File: config.mk
export PLATFORM = sky130hd
export DESIGN_NAME = if_stage
export DESIGN_NICKNAME = d
export VERILOG_FILES = /design/src/rtl/if_stage.sv
export SDC_FILE = /design/constraint.sdc
export NUM_CORES = 1
export LEC_CHECK = 0
export CORE_MARGIN = 2
export CORE_UTILIZATION = 51
export CTS_CLUSTER_DIAMETER = 40
export DETAILED_ROUTE_END_ITERATION = 8
export PLACE_DENSITY_LB_ADDON = 0.05
export SYNTH_ARGS = -nofsm -noshare
export SYNTH_HDL_FRONTEND = slang
export SYNTH_SLANG_ARGS = --single-unit
File: constraint.sdc
create_clock -name clk_i -period 3.3 [get_ports clk_i]
set_input_delay 0.66 -clock clk_i [delete_from_list [all_inputs] [get_ports clk_i]]
set_output_delay 0.66 -clock clk_i [all_outputs]
set_load 0.01 [all_outputs]
File: src/rtl/if_stage.sv
// rtl/if_stage.sv - RV32I instruction-fetch stage with single-outstanding imem port and IF/ID register
//
// Owns the program counter, fetches one word at a time from instruction
// memory and loads the IF/ID register that feeds the decoder. Fetches made
// stale by a redirect are tracked and their responses discarded.
//
// Ports:
//   clk_i, rst_ni          clock, asynchronous active-low reset
//   stall_i                hold PC and IF/ID contents
//   flush_i                replace IF/ID contents with a bubble
//   redirect_i             load redirect_pc_i (word-aligned) and kill any in-flight fetch
//   redirect_pc_i          redirect target, bits [1:0] ignored
//   imem_req_o/addr_o      one-cycle fetch request and its word-aligned address
//   imem_rvalid_i/rdata_i  fetch response
//   if_id_*_o              registered instruction, its PC, PC+4 and valid flag
module if_stage #(
    parameter logic [31:0] RESET_PC  = 32'h0000_0000,
    parameter logic [31:0] NOP_INSTR = 32'h0000_0013
) (
    input  logic        clk_i,
    input  logic        rst_ni,
    input  logic        stall_i,
    input  logic        flush_i,
    input  logic        redirect_i,
    input  logic [31:0] redirect_pc_i,
    output logic        imem_req_o,
    output logic [31:0] imem_addr_o,
    input  logic        imem_rvalid_i,
    input  logic [31:0] imem_rdata_i,
    output logic [31:0] if_id_instr_o,
    output logic [31:0] if_id_pc_o,
    output logic [31:0] if_id_pc_plus4_o,
    output logic        if_id_valid_o
);

    typedef enum logic [1:0] {
        S_ISSUE,
        S_WAIT,
        S_DROP,
        S_HOLD
    } state_e;

    state_e      state_q, state_d;
    logic [31:0] pc_q, pc_d;
    logic [31:0] hold_instr_q, hold_instr_d;
    logic [31:0] hold_pc_q, hold_pc_d;
    logic [31:0] if_id_instr_q, if_id_instr_d;
    logic [31:0] if_id_pc_q, if_id_pc_d;
    logic [31:0] if_id_pc_plus4_q, if_id_pc_plus4_d;
    logic        if_id_valid_q, if_id_valid_d;

    logic        deliver;
    logic [31:0] deliver_instr;
    logic [31:0] deliver_pc;
    logic [31:0] redirect_target;
    logic [31:0] pc_plus4;
    logic        unused_redirect_lsbs;

    assign redirect_target      = {redirect_pc_i[31:2], 2'b00};
    assign pc_plus4             = pc_q + 32'd4;
    assign unused_redirect_lsbs = ^redirect_pc_i[1:0];

    // Moore request: depends only on state, gated by reset so nothing is
    // requested while rst_ni is low.
    assign imem_req_o  = rst_ni && (state_q == S_ISSUE);
    assign imem_addr_o = pc_q;

    // Fetch FSM. A response is only accepted in WAIT (live fetch) or DROP
    // (stale fetch); in ISSUE and HOLD nothing is outstanding, so a stray
    // rvalid there is ignored.
    always_comb begin
        state_d       = state_q;
        pc_d          = pc_q;
        hold_instr_d  = hold_instr_q;
        hold_pc_d     = hold_pc_q;
        deliver       = 1'b0;
        deliver_instr = imem_rdata_i;
        deliver_pc    = pc_q;

        case (state_q)
            S_ISSUE: begin
                if (redirect_i) begin
                    // The request going out this cycle is already stale.
                    pc_d    = redirect_target;
                    state_d = S_DROP;
                end else begin
                    state_d = S_WAIT;
                end
            end
            S_WAIT: begin
                if (imem_rvalid_i) begin
                    if (redirect_i) begin
                        pc_d    = redirect_target;
                        state_d = S_ISSUE;
                    end else if (stall_i) begin
                        hold_instr_d = imem_rdata_i;
                        hold_pc_d    = pc_q;
                        state_d      = S_HOLD;
                    end else begin
                        deliver = 1'b1;
                        pc_d    = pc_plus4;
                        state_d = S_ISSUE;
                    end
                end else if (redirect_i) begin
                    pc_d    = redirect_target;
                    state_d = S_DROP;
                end
            end
            S_DROP: begin
                // Further redirects just retarget; the stale response still
                // has to be absorbed before a new request may go out.
                if (redirect_i) begin
                    pc_d = redirect_target;
                end
                if (imem_rvalid_i) begin
                    state_d = S_ISSUE;
                end
            end
            S_HOLD: begin
                if (redirect_i) begin
                    hold_instr_d = '0;
                    hold_pc_d    = '0;
                    pc_d         = redirect_target;
                    state_d      = S_ISSUE;
                end else if (!stall_i) begin
                    deliver       = 1'b1;
                    deliver_instr = hold_instr_q;
                    deliver_pc    = hold_pc_q;
                    pc_d          = pc_plus4;
                    state_d       = S_ISSUE;
                end
            end
            default: begin
                state_d = S_ISSUE;
            end
        endcase
    end

    // IF/ID register: flush > stall > deliver > bubble. Bubbles and flushes
    // keep the PC fields so the decoder side sees stable values.
    always_comb begin
        if_id_instr_d    = if_id_instr_q;
        if_id_pc_d       = if_id_pc_q;
        if_id_pc_plus4_d = if_id_pc_plus4_q;
        if_id_valid_d    = if_id_valid_q;

        if (flush_i) begin
            if_id_instr_d = NOP_INSTR;
            if_id_valid_d = 1'b0;
        end else if (stall_i) begin
            if_id_valid_d = if_id_valid_q;
        end else if (deliver) begin
            if_id_instr_d    = deliver_instr;
            if_id_pc_d       = deliver_pc;
            if_id_pc_plus4_d = deliver_pc + 32'd4;
            if_id_valid_d    = 1'b1;
        end else begin
            if_id_instr_d = NOP_INSTR;
            if_id_valid_d = 1'b0;
        end
    end

    always_ff @(posedge clk_i or negedge rst_ni) begin
        if (!rst_ni) begin
            state_q          <= S_ISSUE;
            pc_q             <= RESET_PC;
            hold_instr_q     <= '0;
            hold_pc_q        <= '0;
            if_id_instr_q    <= NOP_INSTR;
            if_id_pc_q       <= 32'd0;
            if_id_pc_plus4_q <= 32'd4;
            if_id_valid_q    <= 1'b0;
        end else begin
            state_q          <= state_d;
            pc_q             <= pc_d;
            hold_instr_q     <= hold_instr_d;
            hold_pc_q        <= hold_pc_d;
            if_id_instr_q    <= if_id_instr_d;
            if_id_pc_q       <= if_id_pc_d;
            if_id_pc_plus4_q <= if_id_pc_plus4_d;
            if_id_valid_q    <= if_id_valid_d;
        end
    end

    assign if_id_instr_o    = if_id_instr_q;
    assign if_id_pc_o       = if_id_pc_q;
    assign if_id_pc_plus4_o = if_id_pc_plus4_q;
    assign if_id_valid_o    = if_id_valid_q;

endmodule

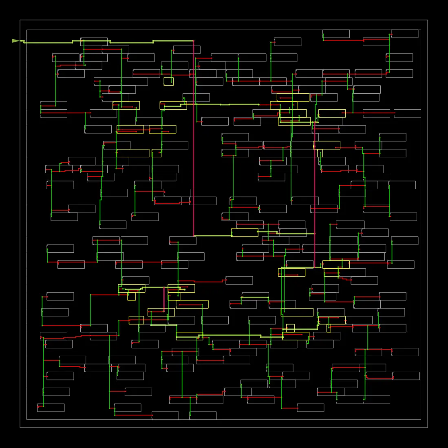
clocks.png
Num CTS Buffers: 17
Clock Skews: 0.0120 ns
Flops: 193
Sink Count: 193
clk_lat worst skew: 0.43 ns

==> run summary <==
run results: status=finished, final reports clean, final setup margin=0.522 ns, Clock Power Share=27.7%, Final nets=1,238, Worst path max stage delay=0.54 ns, Final Hold Vio Count=0, Simple Share, Synth=19.2%, Critical R2R Launch=state_q[0]$_DFFE_PN0P_, biggest area cells=dfrtp_1, nand2_1, mux2i_1, Setup TNS Final=0 ns, Final Max Slew Viols=0, Finished Core Util=68.2%, register share of total power=43.4%, number of enable flip-flop cells=0, metal2 WL=roughly 11 mm, top cells by count=nand2_1, dfrtp_1, o21ai_0, placed inst area=11,600 µm², slew of the pin with the lowest slew margin=about 0.77 ns, CP max FO=37, gr busiest metal=met2, post-DP HPWL=between 15 and 20 mm, Layout area overhead=31.2%, Main synth FF type=dfrtp_1, root buf cell=clkbuf_16, Vias per Instance=5.68, P_sw=0.00258 W, grt ovf=0, Switching Share=31.0%, top power group=registers, Peak VDD IR=roughly 0.37 mV, Logic pwr share=28.9%, Synth Instances=991, Adder Share, Synth=0.268%, CP endpoint kind=register, uppermost routed layer=met4, initial antenna violation count=0, Yosys chip area=9350 µm², Final Cycle Share=84.2%, Top cell excl fill/tap=nand2_1, Power Internal=approximately 0.0057 W, Die Wd=139 µm, ratio of cells with drive above 1 in the final layout=6.88%, Iteration-0 DRC Markers=554, drt drc=0, Synth Cell Area=9350 µm², routing usage on met1=39.3%, critical path depth in cells=7, Synth mux share=~6.3%
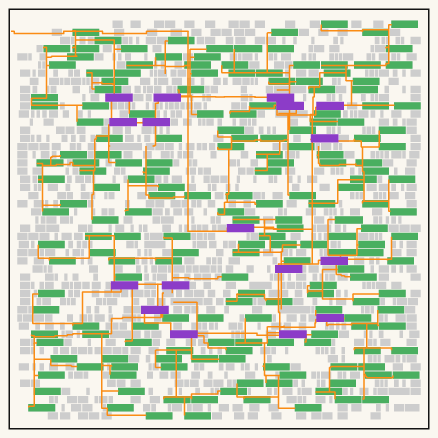
clk_routes.png
Drawn at 3 px/µm.
[flip-flops] green | count: 193
[clock wires] orange | length: 2,250 µm
[clock drivers] purple | count: 17
routed clock nets	18
flops lie	spread over the die

[state kept, by name, indices dropped and copies added (netlist names)]
register	cells
hold_instr_q	32
hold_pc_q	32
if_id_instr_o	32
if_id_pc_o	32
if_id_pc_plus4_o	30
if_id_valid_o	1
imem_addr_o	32
state_q	2
[stage by stage]
step	std cells	total power [W]	hold WS, ns
6_report	1407	0.00832	0.403
5_1_grt	1407	0.00878	0.459
4_1_cts	1407	0.00837	0.432
3_5_place_dp	1376	0.00607	0.453
3_3_place_gp	1376	0.00599	0.448
2_1_floorplan	991	0.00471	0.364
[layout make-up]
type	instances	area, µm²	area share [%]
timing repair buffer	230	2260	18.4
clock inverter	11	199	1.62
inverter	4	15.0	0.122
tap	229	287	2.34
clock buffer	20	457	3.73
sequential	193	4830	39.4
multi-input combinational	720	4210	34.4
Power figures rest on the tool's default switching activity, not on a simulated workload.
